===== config.mk =====
export PLATFORM = sky130hd
export DESIGN_NAME = in_word_assembler
export DESIGN_NICKNAME = d
export VERILOG_FILES = /design/src/rtl/io_pkg.sv /design/src/rtl/io_word_fifo.sv /design/src/rtl/in_word_assembler.sv
export SDC_FILE = /design/constraint.sdc
export NUM_CORES = 1
export LEC_CHECK = 0
export CORE_MARGIN = 3
export CORE_UTILIZATION = 40
export DETAILED_ROUTE_END_ITERATION = 12
export PLACE_DENSITY = 0.56
export SYNTH_ARGS = -nofsm -noshare
export SYNTH_HDL_FRONTEND = slang
export SYNTH_HIERARCHICAL = 1
export SYNTH_SLANG_ARGS = --single-unit
export TNS_END_PERCENT = 10

===== constraint.sdc =====
create_clock -name clk -period 4.15 [get_ports clk]
set_clock_uncertainty 0.2 [all_clocks]
set_input_delay 0.6225 -clock clk [delete_from_list [all_inputs] [get_ports clk]]
set_output_delay 0.6225 -clock clk [all_outputs]
set_load 0.005 [all_outputs]

===== src/rtl/io_pkg.sv =====
// Shared definitions for the receive-side I/O words: widths, word types and
// the byte-to-word packing helper used by the input assembler.
package io_pkg;

    localparam int IO_WORD_W = 32;
    localparam int IO_BYTE_W = 8;

    typedef logic [IO_WORD_W-1:0]           io_word_t;
    typedef logic [IO_BYTE_W-1:0]           io_byte_t;
    typedef logic [IO_WORD_W-IO_BYTE_W-1:0] io_partial_t;

    // The partial register always holds the first byte in [7:0]; ordering is applied here.
    function automatic io_word_t io_pack_word(
        input io_partial_t partial,
        input io_byte_t    last_byte,
        input logic        big_endian
    );
        io_word_t word;
        if (big_endian) begin
            word = {partial[7:0], partial[15:8], partial[23:16], last_byte};
        end else begin
            word = {last_byte, partial};
        end
        return word;
    endfunction

endpackage


===== src/rtl/io_word_fifo.sv =====
// Show-ahead synchronous word FIFO: head is read combinationally from the
// storage array at the read pointer; storage itself is never reset.
module io_word_fifo
    import io_pkg::*;
#(
    parameter int DEPTH_LOG2 = 4
) (
    input  logic                clk,
    input  logic                rstn,
    input  logic                push,
    input  io_word_t            push_data,
    input  logic                pop,
    output io_word_t            head,
    output logic [DEPTH_LOG2:0] count,
    output logic                full,
    output logic                empty
);

    localparam int DEPTH = 1 << DEPTH_LOG2;
    localparam logic [DEPTH_LOG2:0]   DEPTH_CNT = (DEPTH_LOG2+1)'(DEPTH);
    localparam logic [DEPTH_LOG2-1:0] PTR_ONE   = (DEPTH_LOG2)'(1);
    localparam logic [DEPTH_LOG2:0]   CNT_ONE   = (DEPTH_LOG2+1)'(1);
    localparam logic [DEPTH_LOG2:0]   CNT_ZERO  = (DEPTH_LOG2+1)'(0);

    io_word_t              mem_q [DEPTH];
    logic [DEPTH_LOG2-1:0] rd_ptr_q, rd_ptr_d;
    logic [DEPTH_LOG2-1:0] wr_ptr_q, wr_ptr_d;
    logic [DEPTH_LOG2:0]   count_q, count_d;
    logic                  do_push_s, do_pop_s;

    // A push into a full FIFO succeeds only when a pop frees a slot on the same edge.
    always_comb begin
        do_pop_s  = pop & (count_q != CNT_ZERO);
        do_push_s = push & ((count_q != DEPTH_CNT) | do_pop_s);
        rd_ptr_d  = rd_ptr_q;
        wr_ptr_d  = wr_ptr_q;
        count_d   = count_q;
        if (do_pop_s) begin
            rd_ptr_d = rd_ptr_q + PTR_ONE;
        end else begin
            rd_ptr_d = rd_ptr_q;
        end
        if (do_push_s) begin
            wr_ptr_d = wr_ptr_q + PTR_ONE;
        end else begin
            wr_ptr_d = wr_ptr_q;
        end
        case ({do_push_s, do_pop_s})
            2'b10:   count_d = count_q + CNT_ONE;
            2'b01:   count_d = count_q - CNT_ONE;
            default: count_d = count_q;
        endcase
    end

    // Storage write port.
    always_ff @(posedge clk) begin
        if (do_push_s) begin
            mem_q[wr_ptr_q] <= push_data;
        end
    end

    // Pointer and occupancy state.
    always_ff @(posedge clk or negedge rstn) begin
        if (!rstn) begin
            rd_ptr_q <= {DEPTH_LOG2{1'b0}};
            wr_ptr_q <= {DEPTH_LOG2{1'b0}};
            count_q  <= CNT_ZERO;
        end else begin
            rd_ptr_q <= rd_ptr_d;
            wr_ptr_q <= wr_ptr_d;
            count_q  <= count_d;
        end
    end

    assign head  = mem_q[rd_ptr_q];
    assign count = count_q;
    assign full  = (count_q == DEPTH_CNT);
    assign empty = (count_q == CNT_ZERO);

endmodule


===== src/rtl/in_word_assembler.sv =====
// Packs UART bytes into 32-bit words for ININT/INFLT and queues them.
// Define IN_BIG_ENDIAN_EN to place the first received byte in [31:24].
module in_word_assembler
    import io_pkg::*;
#(
    parameter int DEPTH_LOG2 = 4
) (
    input  logic                  clk,
    input  logic                  rstn,
    input  logic                  rx_valid,
    input  logic [IO_BYTE_W-1:0]  rx_data,
    input  logic                  in_req,
    output logic [IO_WORD_W-1:0]  in_data,
    output logic                  in_busy,
    output logic [DEPTH_LOG2:0]   word_count,
    output logic                  overflow
);

`ifdef IN_BIG_ENDIAN_EN
    localparam logic BIG_ENDIAN = 1'b1;
`else
    localparam logic BIG_ENDIAN = 1'b0;
`endif

    logic [1:0]  bcnt_q, bcnt_d;
    io_partial_t partial_q, partial_d;
    logic        overflow_q, overflow_d;
    logic        push_s, pop_s;
    io_word_t    word_s;
    io_word_t    fifo_head_s;
    logic        fifo_full_s, fifo_empty_s;

    // Byte collection, word completion and the sticky drop flag.
    always_comb begin
        pop_s      = in_req & ~fifo_empty_s;
        push_s     = 1'b0;
        word_s     = io_pack_word(partial_q, rx_data, BIG_ENDIAN);
        bcnt_d     = bcnt_q;
        partial_d  = partial_q;
        overflow_d = overflow_q;
        if (rx_valid) begin
            if (bcnt_q == 2'd3) begin
                push_s    = 1'b1;
                bcnt_d    = 2'd0;
                partial_d = {(IO_WORD_W-IO_BYTE_W){1'b0}};
            end else begin
                bcnt_d = bcnt_q + 2'd1;
                case (bcnt_q)
                    2'd0:    partial_d[7:0]   = rx_data;
                    2'd1:    partial_d[15:8]  = rx_data;
                    2'd2:    partial_d[23:16] = rx_data;
                    default: partial_d        = partial_q;
                endcase
            end
        end else begin
            bcnt_d = bcnt_q;
        end
        if (push_s && fifo_full_s && !pop_s) begin
            overflow_d = 1'b1;
        end else begin
            overflow_d = overflow_q;
        end
    end

    // Assembler state registers.
    always_ff @(posedge clk or negedge rstn) begin
        if (!rstn) begin
            bcnt_q     <= 2'd0;
            partial_q  <= {(IO_WORD_W-IO_BYTE_W){1'b0}};
            overflow_q <= 1'b0;
        end else begin
            bcnt_q     <= bcnt_d;
            partial_q  <= partial_d;
            overflow_q <= overflow_d;
        end
    end

    io_word_fifo #(
        .DEPTH_LOG2 (DEPTH_LOG2)
    ) u_fifo (
        .clk       (clk),
        .rstn      (rstn),
        .push      (push_s),
        .push_data (word_s),
        .pop       (pop_s),
        .head      (fifo_head_s),
        .count     (word_count),
        .full      (fifo_full_s),
        .empty     (fifo_empty_s)
    );

    assign in_data  = fifo_head_s;
    assign in_busy  = fifo_empty_s;
    assign overflow = overflow_q;

endmodule


Fig. 1: run 1, M1 wires
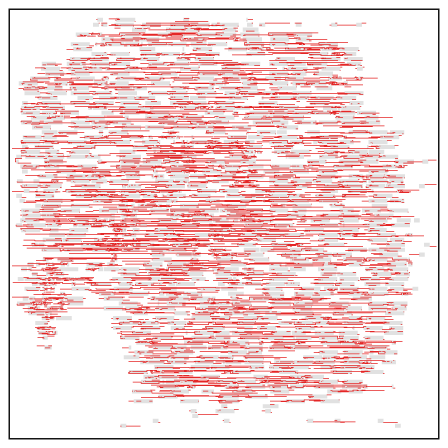
longest straight run: 76.4 µm
main direction: horizontal
nets with wire on the layer: 1082
wire length on this layer: 21.7 mm

Fig. 2: run 1, met2 routing
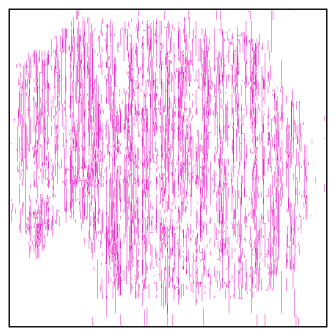
nets with wire on the layer: 1004
main direction: vertical
wire length on this layer: 24.2 mm

Fig. 3: run 1, M3 wires
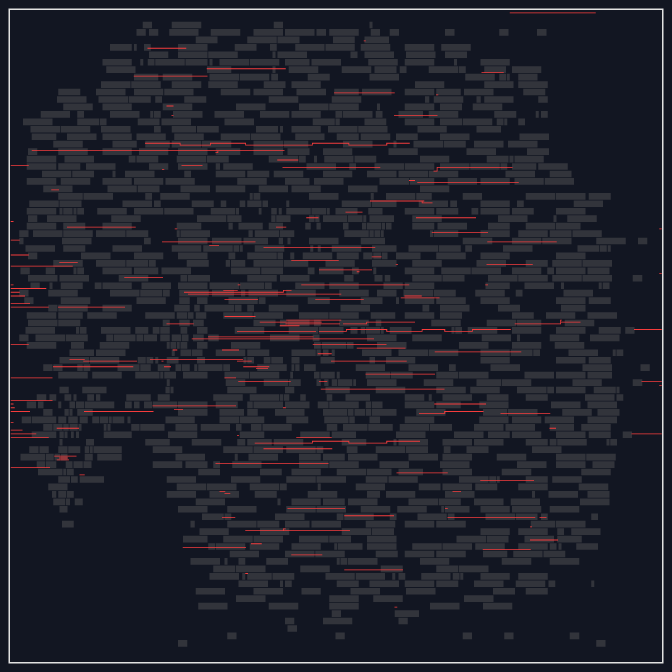
main direction: horizontal
share of all routed wire: 4.8%
wire length on this layer: 2360 µm
nets with wire on the layer: 86

==> run notes, run 1 <==
Physical implementation.

- Multi-input combinational cells in the finished layout were counted as 392.
- The report shows a maximum critical-path fanout of 17.
- Internal power comes to 0.0124 W.
- met1 track demand over resource after global routing is 24.7%.
- In this run switching power makes up 30.1% of total power.
- After global routing the overflow that remains totals 0.
- The cell occurring most often along the worst timing path is sky130_fd_sc_hd__buf_12.
- The number of maximum-capacitance violations is 0.
- Looking at the power breakdown, sequential logic takes 44.5% of the total.
- The post-CTS setup repair buffer count is 0.
- The data required time at the worst endpoint is 3.33 ns.
- Per the layout report, the design carries 71 clock buffers.
- Each instance of the synthesized netlist takes up on average 21.0 µm².
- The post-synthesis mux area share is 13.9%.
- Counting endpoints that fail hold in the final report gives 0.
- The highest layer touched by signal routing is met4.
- The worst relative slew slack is 29.4%.
- The detailed placement HPWL is 27.3 mm.
- Per the final layout report, the fraction of cells sized above drive strength 1 comes to 25.7%.
- For this configuration, the core starts out at a cell density of 40.7%.
- The part of the total power dissipated in combinational logic is 28.2%.
- The routed via count is 10338.
- The cell type of the slowest stage on the worst timing path is sky130_fd_sc_hd__dfrtp_4.
- At the pin with the least slew margin, the transition time is 1.05 ns.
- Global routing used 17.7% of the available tracks.
- The number of cells on the worst hold path is listed as 1.
- The first global-routing pass estimated 73.1 mm of wire.
- The dominant kind of combinational cell is multiplexers.
- The number of antenna violations at the first check in global routing is 1.
- The dominant kind of cell is registers.
- The run finished with clean final reports.
- Between the synthesized netlist and the finished layout, the area growth was recorded as 15.8%.
- On the critical path the largest part of the delay comes from buffers and inverters.
- The static leakage is 8.03 nW.
- The met2 global-route usage is 28.9%.
- Yosys reports a chip area of 0.0215 mm².
- TritonCTS built the clock tree.
- The power per standard cell area is 710 mW/mm².
- The final weighted congestion recorded by global placement is 0.739.
- Setup repair after global routing left no endpoint under its margin.
- The number of flops mapped to enable cells by yosys is 512.
- The gate count after technology mapping is 1027.
- For this run, the register share of the synthesized area comes to 76.0%.
- The commonest non-fill, non-tap cell in the layout is sky130_fd_sc_hd__edfxtp_1.
- Summing over the stages, the warning tally comes to 32.
- After detailed routing, the average wire length per cell comes to 26.7 µm.
- The clock share of power is 27.3%.
- The final layout report lists a filler cell count of 4325.
- Tracing the worst setup path back leads to its startpoint at u_fifo/rd_ptr_q[0].
==> run 1: sequential cells by signal, summed over array words and instances (netlist names) <==
register and cells:
u_fifo/wr_ptr_q 4, u_fifo/count 5, partial_q 24, u_fifo/rd_ptr_q 4
overflow 1, u_fifo/mem_q 512, bcnt_q 2
==> run 1: power by group through the flow <==
stage	Sequential (W)	Combinational [W]	Clock, W
6_report	0.00788	0.00499	0.00483
2_1_floorplan	0.00753	0.00325	0
4_1_cts	0.00790	0.00510	0.00496
3_3_place_gp	0.00798	0.00505	0
5_1_grt	0.00800	0.00537	0.00519
3_5_place_dp	0.00802	0.00508	0
==> run 1: stage by stage <==
stage | util, % | TNS, ns
floorplan | - | -26.08
global placement | 43.9 | 0
detailed placement | 43.9 | 0
CTS | 47.2 | 0
global route | 47.2 | 0
finish | 47.2 | 0
## Run 2: what changed since run 1
Settings changed: GPL_TIMING_DRIVEN set to 0.
Fig. 4: run 2, the metal 4 layer
Scale bar: 50 µm.
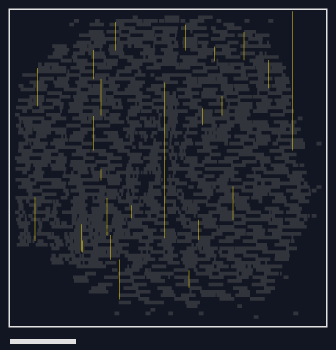
wire length on this layer: 654 µm
longest straight run: 117 µm

==> run 2 against run 1 <==
Effect of this change: critical endpoint is now in_data[9]; non-clock buffer count is 44 higher; clock power increased by 5.4%; sequential share of layout area decreased by 1.2 points; maximum frequency decreased by 3.1%; largest power group unchanged; synthesized cell count is the same; final cell count is 2.8% higher; power rose by 1.5%; global-route usage down 0.076 points; wire length decreased by 1.1%; register-to-register slack worse by 0.45 ns; core utilization up 0.86 points.
==> run notes, run 2 <==
Physical implementation.

- Per the final layout report, the fraction of cells sized above drive strength 1 comes to 26.6%.
- The slew check shows that the tightest pin keeps a relative margin of 30.0%.
- Setup repair after global routing could not meet its margin everywhere.
- For this design the ratio of total power to cell area is 707 mW/mm².
- The met1 usage in global routing is 25.1%.
- The synthesis run identifies the leading combinational cell family as multiplexers.
- The first global-routing pass estimated 73.6 mm of wire.
- The data required time at the worst endpoint is 3.33 ns.
- The post-route setup TNS is 0 ns.
- The post-CTS setup repair buffer count is 0.
- The top power group is sequential cells.
- Summing all placed instances gives a cell area of 0.0235 mm².
- The layer carrying the most global-route usage is met2.
- Of the total power, the clock network draws 28.3%.
- The critical path depth in cells is 7.
- The area growth from synthesis to layout is 17.9%.
- The share of cell area taken by flip-flops and latches is 64.5%.
- The final routed wire length divided by cell count is 25.7 µm.
- The sequential share of the synthesized area is 76.0%.
- The routed via count is 10546.
- The count of multi-input combinational gates is 392.
- The wire-length estimate of the detail-placed layout is 31.3 mm.
- The number of flip-flops in the largest register is 512.
- Per the layout report, the design carries 71 clock buffers.
- The power share of the sequential group is 42.7%.
- The data arrival at the endpoint of the critical path is 3.25 ns.
- The power in sequential cells is 0.00767 W.
- The cell-internal power is 0.0125 W.
- Fill cells in the final layout number 4367.
- The largest register by flop count is u_fifo/mem_q.
- Per the breakdown, switching nets consume 30.2% of all power.
- The post-synthesis mux area share is 13.9%.
- The critical-path maximum fanout is 10.
- The initial cell density of the core is 40.7%.
- The timing report attributes the biggest portion of critical-path delay to buffers and inverters.
- The flow ran to the end, and the final reports show no timing, DRC or antenna violations.
- The met2 global-route usage is 28.9%.
- TritonCTS built the clock tree.
- The number of cells traversed by the worst hold path is 3.
- The mean instance size in the synthesized netlist is 21.0 µm².
- The area reported by Yosys stat is 0.0215 mm².
- After its last routability iteration, the placer logged a weighted congestion of 0.744.
- The number of antenna violations at the first check in global routing is 0.
- The final hold violation count recorded for this run is 0.
- The detailed router used layers up to and including met4.
- The number of port buffers is 49.
- The final standard cell utilization of the core is 48.0%.
- The commonest non-fill, non-tap cell in the layout is sky130_fd_sc_hd__edfxtp_1.
- The static leakage is 8.24 nW.
- Across every metal layer, demand over resource in global routing totals 17.6%.
- The count of inserted tapcells is 688.
- The clock network area share is 7.40%.
- The gate count after technology mapping is 1027.
- The worst VDD IR drop from the latest analysis is 0.000419 V.
- The slowest stage of the critical path belongs to the cell sky130_fd_sc_hd__mux4_2.
- Post-CTS repair changed the size of 16 cells.
- For the pin with the worst max-slew slack, the measured transition is 1.04 ns.
- The flow reports power dissipated in combinational cells as 0.00520 W.
- The number of flops mapped to enable cells by yosys is 512.
- The reported clock group power is 0.00509 W.
- Across the run, the number of max-cap violations was 0.
Fig. 5: run 2, met2 routing
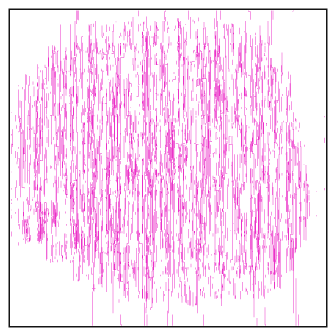
wire length on this layer: 24.2 mm
main direction: vertical
share of all routed wire: 50%

run 2: netlist changes by cell type in the layout (fill, tap and decap cells not counted), moves of 6 or more:
cell,delta
sky130_fd_sc_hd__buf_16,+6
sky130_fd_sc_hd__buf_2,+13
sky130_fd_sc_hd__buf_4,-24
sky130_fd_sc_hd__buf_6,+13
sky130_fd_sc_hd__clkbuf_1,+21
sky130_fd_sc_hd__clkbuf_2,+6
run 2: worst paths after layout:
kind | from | end
worst max-delay path | u_fifo/rd_ptr_q[0] | in_data[9]
worst min-delay path | rx_valid | partial_q[13]
worst max register to register | u_fifo/count[1] | u_fifo/mem_q[2][18]
worst min register to register | overflow | overflow
max in group asynchronous | rstn | partial_q[8]
min in group asynchronous | rstn | overflow
Fig. 6: run 2, track usage over the die
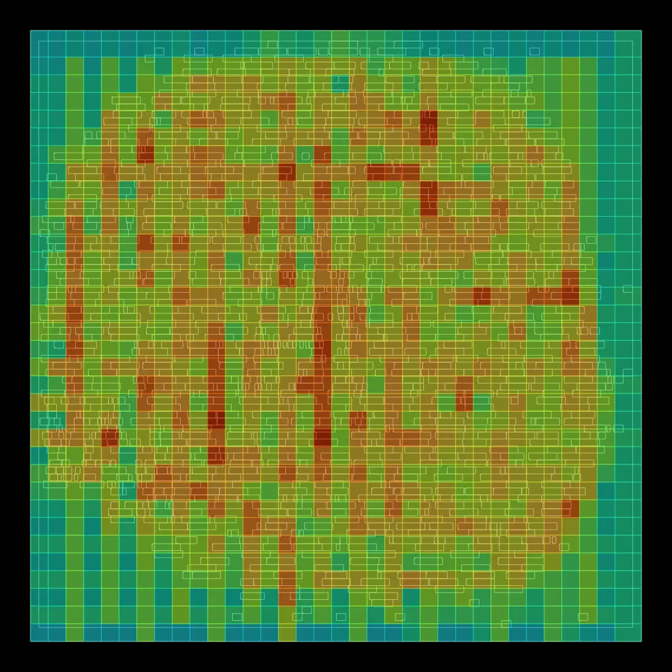

## Run 3: what changed since run 2
Settings changed: CORE_MARGIN 3 to 10.
Fig. 7: run 3, track usage over the die
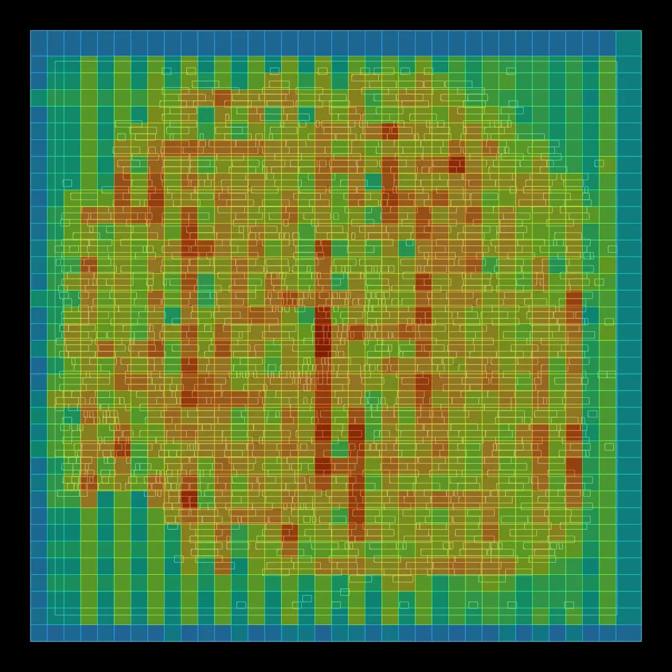
fraction of met3 tracks used by global routing: 2.46%
GRT Resource Usage Total: 15.5%
met2 Usage GRT: 24.7%

Fig. 8: run 3, the metal 4 layer
Scale bar: 100 µm.
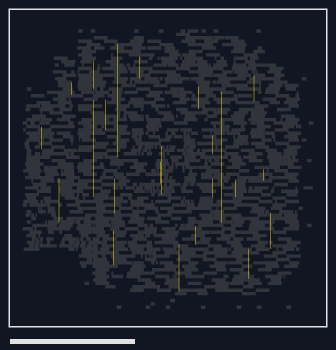
wire length on this layer: 700 µm
share of all routed wire: 1.4%
longest straight run: 104 µm
main direction: vertical

==> run 3 against run 2 <==
Effect of this change: via count decreased by 0.66%; final cell count decreased by 0.16%; area after synthesis unchanged; cell area decreased by 0.72%; largest power group unchanged.
==> run notes, run 3 <==
Physical implementation.

- The flow ran to the end, and the final reports show no timing, DRC or antenna violations.
- The number of antenna violations at the first check in global routing is 0.
- Per the slew report, the remaining headroom to the max-slew limit stands at 28.7%.
- The timing report attributes the biggest portion of critical-path delay to buffers and inverters.
- The number of cells traversed by the worst hold path is 3.
- For the pin with the worst max-slew slack, the measured transition is 1.07 ns.
- The data required time at the worst endpoint is 3.33 ns.
- The startpoint of the worst setup timing path is u_fifo/rd_ptr_q[0].
- The arrival time of data at the worst endpoint is listed as 3.13 ns.
- The power in sequential cells is 0.00768 W.
- Dividing the detail-routed wire length by the instance count gives 25.7 µm.
- In this run the power density over the cells is 697 mW/mm².
- Ranked by flip-flop count, first place goes to u_fifo/mem_q.
- The number of flops mapped to enable cells by yosys is 512.
- The top power group is sequential cells.
- The launch point of the worst min-delay path is recorded as rx_valid.
- The proportion of layout cells with a drive suffix above 1 is 25.5%.
- IR analysis of the VDD net gives a maximum drop of 0.000452 V.
- The dominant kind of combinational cell is multiplexers.
- In the final design, more cell area goes to registers than to any other class.
- The routed via count is 10476.
- Relative to the synthesized area, the layout overhead comes to 17.1%.
- According to the timing report, the critical path is captured at in_data[29].
- Hold analysis lists the worst path endpoint as partial_q[12].
- The first global-routing pass estimated 73.0 mm of wire.
- The layout contains a multi-input combinational cell count of 392.
- The number of port buffers is 49.
- The area reported by Yosys stat is 0.0215 mm².
- The cell resize tally after clock tree synthesis is 8.
- STA classifies the critical path endpoint as an output pin.
- The synthesized instance count is 1027.
- The final layout report lists a clock buffer count of 78.
- The tool warning count for the run is 33.
- The final-layout fill cell count is 4434.
- Counting only logic cells after layout, the most numerous master is sky130_fd_sc_hd__edfxtp_1.
- The detailed placement HPWL is 31.5 mm.
- The cell-internal power is 0.0122 W.
- The post-route setup TNS is 0 ns.
- The share of cell area taken by flip-flops and latches is 65.0%.
- In this run, flip-flops and latches consume 43.7% of the power.
- The sequential share of the synthesized area is 76.0%.
- Across the run, the number of max-cap violations was 0.
- The power report lists the clock group at 0.00466 W.
- The flow inserted 688 tap cells.
- The clock share of power is 26.5%.
- A synthesized cell averages 21.0 µm².
- In this run switching power makes up 30.7% of total power.
- TritonCTS built the clock tree.
- The register with the most flip-flops in the layout has 512 of them.
- The count of final hold-check violations is 0.
- STA lists the endpoint of the worst register-to-register path as u_fifo/count[4].
- The critical-path maximum fanout is 10.
- The routability congestion estimate is 0.743.
[run 3: cell counts after synthesis]
Identical to the previous run, type by type.
[run 3: per-layer routing]
metal / track usage [%] / up-vias / wire length (µm)
met4: 3.77 / 0 / 699
met2: 24.7 / 285 / 23300
li1: - / 4516 / -
met3: 2.46 / 55 / 2770
met5: 0 / - / 0
met1: 22.1 / 5620 / 22000
[run 3: through the flow]
| stage | area (µm²) | util, % | instances |
|---|---|---|---|
| 3_5_place_dp | 23500 | 44.3 | 1791 |
| 2_1_floorplan | 21500 | - | 1027 |
| 3_3_place_gp | 22900 | 43.2 | 1764 |
| 4_1_cts | 25200 | 47.5 | 1894 |
| 6_report | 25200 | 47.6 | 1894 |
| 5_1_grt | 25200 | 47.6 | 1894 |
Power and IR drop assume default switching activity.
